<file path="src/rtl/rev_counter_ctrl.sv">
// Run/pause/load sequencer owning the reversible count register and step prescaler.
// Latency: cnt/dir/state registered (1 clk); tick and rc decoded combinationally in the step cycle.
// Backpressure: none; strobes act in the cycle seen. Priority load > stop > start; losers are dropped.
// Build option: define PINGPONG_EN to bounce at terminal count instead of stopping in DONE.
module rev_counter_ctrl #(
    parameter int WIDTH = 16,
    parameter int DIV   = 10_000_000,
    parameter int DIV_W = 24
) (
    input  logic             clk,
    input  logic             rst_n,
    input  logic             start,
    input  logic             stop,
    input  logic             load,
    input  logic [WIDTH-1:0] load_val,
    input  logic             dir_sw,
    output logic [WIDTH-1:0] cnt,
    output logic             dir,
    output logic             rc,
    output logic             tick,
    output logic             busy,
    output logic [1:0]       state
);

    typedef enum logic [1:0] {
        S_IDLE  = 2'b00,
        S_RUN   = 2'b01,
        S_PAUSE = 2'b10,
        S_DONE  = 2'b11
    } state_t;

    localparam logic [DIV_W-1:0] LP_DIV_LAST = DIV_W'(DIV - 1);
    localparam logic [DIV_W-1:0] LP_PS_ONE   = DIV_W'(1);
    localparam logic [WIDTH-1:0] LP_ONE      = WIDTH'(1);

    state_t           r_state;
    state_t           w_state_nxt;
    logic [WIDTH-1:0] r_cnt;
    logic [WIDTH-1:0] w_cnt_nxt;
    logic             r_dir;
    logic             w_dir_nxt;
    logic [DIV_W-1:0] r_presc;
    logic [DIV_W-1:0] w_presc_nxt;
    logic             w_tick;
    logic             w_rc;
    logic             w_step_due;

    // Terminal count is decoded from registered state only, so it never glitches on inputs
    assign w_rc       = r_dir ? (r_cnt == {WIDTH{1'b1}}) : (r_cnt == {WIDTH{1'b0}});
    assign w_step_due = (r_state == S_RUN) && (r_presc == LP_DIV_LAST);

    // Next-state, count, direction and prescaler decode; load overrides everything
    always_comb begin
        w_state_nxt = r_state;
        w_cnt_nxt   = r_cnt;
        w_dir_nxt   = r_dir;
        w_presc_nxt = r_presc;
        w_tick      = 1'b0;

        // Direction follows the switch whenever the counter is not actively running
        if (r_state != S_RUN) begin
            w_dir_nxt = dir_sw;
        end

        // Prescaler advances only while running and wraps on the step cycle
        if (r_state == S_RUN) begin
            w_presc_nxt = w_step_due ? '0 : (r_presc + LP_PS_ONE);
        end

        if (load) begin
            // Preset discards any step landing in the same cycle
            w_state_nxt = S_IDLE;
            w_cnt_nxt   = load_val;
            w_presc_nxt = '0;
        end else begin
            case (r_state)
                S_IDLE: begin
                    if (!stop && start) begin
                        w_state_nxt = S_RUN;
                        w_presc_nxt = '0;
                    end
                end
                S_RUN: begin
                    if (w_step_due) begin
                        if (w_rc) begin
`ifdef PINGPONG_EN
                            // Bounce: reverse and take one step in the new direction
                            w_dir_nxt = ~r_dir;
                            w_cnt_nxt = r_dir ? (r_cnt - LP_ONE) : (r_cnt + LP_ONE);
                            w_tick    = 1'b1;
`else
                            // Hold at terminal count; a coincident stop still wins below
                            w_state_nxt = S_DONE;
`endif
                        end else begin
                            w_cnt_nxt = r_dir ? (r_cnt + LP_ONE) : (r_cnt - LP_ONE);
                            w_tick    = 1'b1;
                        end
                    end
                    if (stop) begin
                        w_state_nxt = S_PAUSE;
                    end
                end
                S_PAUSE: begin
                    if (stop) begin
                        w_state_nxt = S_IDLE;
                    end else if (start) begin
                        w_state_nxt = S_RUN;
                    end
                end
                S_DONE: begin
                    // Restart only if the current direction leads away from the terminal value
                    if (stop) begin
                        w_state_nxt = S_IDLE;
                    end else if (start && !w_rc) begin
                        w_state_nxt = S_RUN;
                    end
                end
                default: begin
                    w_state_nxt = S_IDLE;
                end
            endcase
        end
    end

    // State registers; reset aborts a run with no pending step surviving
    always_ff @(posedge clk or negedge rst_n) begin
        if (!rst_n) begin
            r_state <= S_IDLE;
            r_cnt   <= '0;
            r_dir   <= 1'b1;
            r_presc <= '0;
        end else begin
            r_state <= w_state_nxt;
            r_cnt   <= w_cnt_nxt;
            r_dir   <= w_dir_nxt;
            r_presc <= w_presc_nxt;
        end
    end

    assign cnt   = r_cnt;
    assign dir   = r_dir;
    assign rc    = w_rc;
    assign tick  = w_tick;
    assign busy  = (r_state == S_RUN);
    assign state = r_state;

endmodule

</file>
<file path="config.mk">
export PLATFORM = sky130hd
export DESIGN_NAME = rev_counter_ctrl
export DESIGN_NICKNAME = d
export VERILOG_FILES = /design/src/rtl/rev_counter_ctrl.sv
export SDC_FILE = /design/constraint.sdc
export NUM_CORES = 1
export LEC_CHECK = 0
export CORE_MARGIN = 4
export CORE_UTILIZATION = 57
export CTS_BUF_LIST = sky130_fd_sc_hd__clkbuf_8
export CTS_CLUSTER_SIZE = 12
export DETAILED_ROUTE_END_ITERATION = 6
export PLACE_DENSITY = 0.92
export SLEW_MARGIN = 20
export SYNTH_ARGS = -nofsm -noshare
export SYNTH_HDL_FRONTEND = slang
export SYNTH_SLANG_ARGS = --single-unit
</file>
<file path="constraint.sdc">
create_clock -name clk -period 3.2 [get_ports clk]
set_input_delay 0.8 -clock clk [delete_from_list [all_inputs] [get_ports clk]]
set_output_delay 0.8 -clock clk [all_outputs]
set_load 0.005 [all_outputs]
</file>
**Sequential cells colored by netlist name**

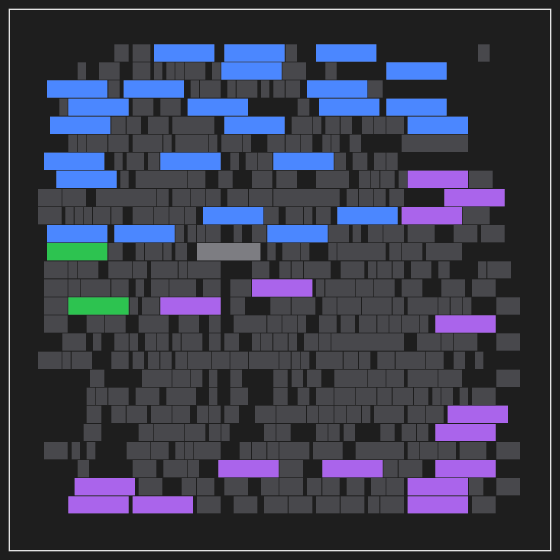
name in the netlist	color	flops
state	green	2
r_presc	blue	24
cnt	purple	16
not colored	1
register share of the cell area: 28.31%
Layout Utilization: 74.03%
Sequential Area: 1077 um2
P_seq: 0.603 mW

**Cells by drive strength**

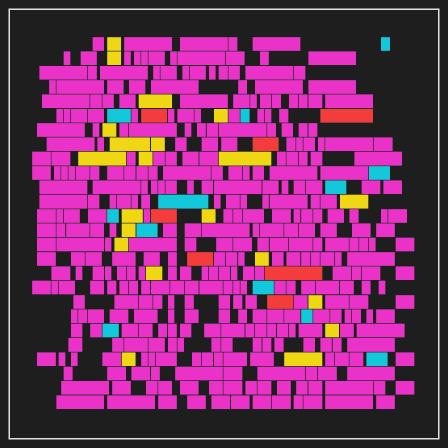
size	color	cells	share	most used
x1 and smaller	magenta	361	90%	dfrtp_1
x3 and x4	yellow	21	5.2%	buf_4
x2	cyan	12	3.0%	mux2_2
x6 and larger	red	7	1.7%	clkbuf_8
Layout area overhead: 24.38%
worst setup margin: 0.06669 ns
bufs w/o clock: 57
Design Area, Final: 3805 um2

==> metrics.csv <==
metric;value;unit
IO buf count;43;
register share after synthesis;35.21;%
chip width;81.26;um
CP top delay family;flip-flops;
clk slew on worst S/H paths;0.09;ns
Root Driver;clkbuf_8;
ys flops;43;
aoi share;18.69;%
met1 WL;3.751;mm
count leader, synth;dfrtp_1;
Hold WC Path Type;in2async;
final non-filler cell total;471;
combinational power;0.442;mW
Sw Share;31.83;%
Non-clk invs;10;
Vias;2915;
Mapped Area;3059;um2
global route overflow;0;
worst-skew pair later-pin latency;0.31;ns
Top cell excl fill/tap;dfrtp_1;
status;finished, final reports clean;
Post-synth area hogs;dfrtp_1 (34%), ha_1 (6.1%), o21ai_0 (4.7%);
LEAKAGE;1.614;nW
worst slew pin tran;0.7524;ns
Hold WS;0.4783;ns
Int Pwr;1.009;mW
first-pass GRT wire length;14.10;mm
Tot Pwr;1.480;mW
# Taps;70;
initial antenna violation count;0;
Comb power frac;29.8;%
Die ar.;6603;um2
met3 wire len;558;um
post-synthesis xor/xnor area fraction;7.157;%
# diodes;0;
CP cell instances;nand4_1 > or4_1 > o22ai_4 > clkdlybuf4s50_1;
Fin. Hold Viols;0;
Worst R2R Setup Slack;0.23;ns
Fmax achieved;0.3192;GHz
Top Usage Layer GRT;met2;
leading area contributor after synthesis;dfrtp_1;
Post-synth top cells;dfrtp_1 (42), nor2_1 (31), o21ai_0 (29);
final worst path period need;3.133;ns
PwrDens;388.9;nW/um2
Syn Area/Cell;8.842;um2
Die Y;81.26;um
number of flip-flops under the largest register name;24;
top sig layer;met4;
top cell type's share of synthesized area;34.36;%
Comb gates;283;
post-detail-place hpwl;5.819;mm
Critical Path Fanout Max;9;
Placed Area;3576;um2
yosys stat area;3059;um2
DP Cell Count;456;
pre-CTS WS;0.1866;ns
first-pass detailed-route iteration total;4;
NonClk Buf Share;14.53;%
FP Rows;26;
Reg2Reg Capture Point;cnt[15];
peak supply drop;0.0002004;V
Bufs and invs on worst path;1;
clk cell area share;2.960;%
CP arrival;2.33;ns
setup TNS;0;ns
dominant class by area;combinational gates;
Simple-Gate Fraction of Synth Area;26.05;%
Final Max Slew Viols;0;
crit path DRT;2.40;ns
vias in the first global route;2896;
DR vias/cell;6.189;
yosys adder share;6.789;%
Max Cap Viol;0;
Yosys warnings;0;
CP Capture Point;rc;
routing usage on met2;44.54;%
# setup viols final;0;
Clock Skew;0.009330;ns
Post-synth EDFFs;0;
top-level I/O count;44;
worst r2r path cells;9;
clk pwr;0.435;mW
Routed Antenna Nets;0;
final worst path period share;97.92;%
# Cells Yosys;346;
hold buffers post-CTS;0;
Setup crit end kind;output pin;
Flops;43;
Async S/R FF share, synth;100.0;%
dominant synthesized flop cell;dfrtp_1;
Top non-seq family;simple AND/OR/NAND/NOR gates;
Switching Power;0.4710;mW
Core Footprint;5140;um2
Crit-path slowest cell;dfstp_2;
routability congestion estimate;0.9115;
share of cells above drive strength 1;9.975;%
Final nets;438;
Synth cell types;60;
tool warnings;26;
Most flops, register;r_presc;
Sink Count;43;
post-CTS setup buffer count;2;
**Congestion heat map**

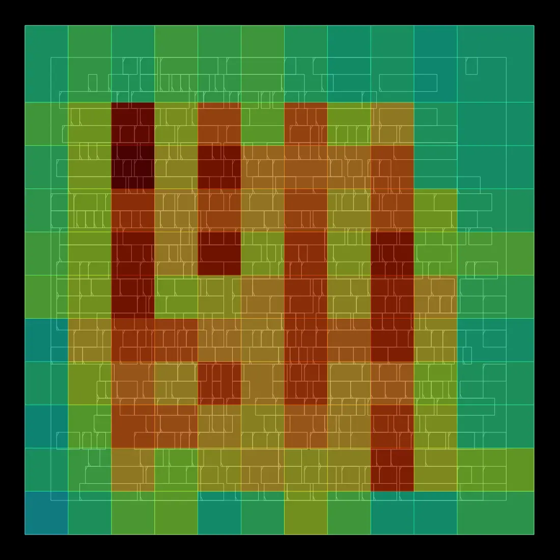
WL/cell: 17.77 um
met1 usage: 37.32%
total track usage: 27.69%
GR Util met3: 5.543%

No activity file was given, so power comes from the tool's default toggle rates.
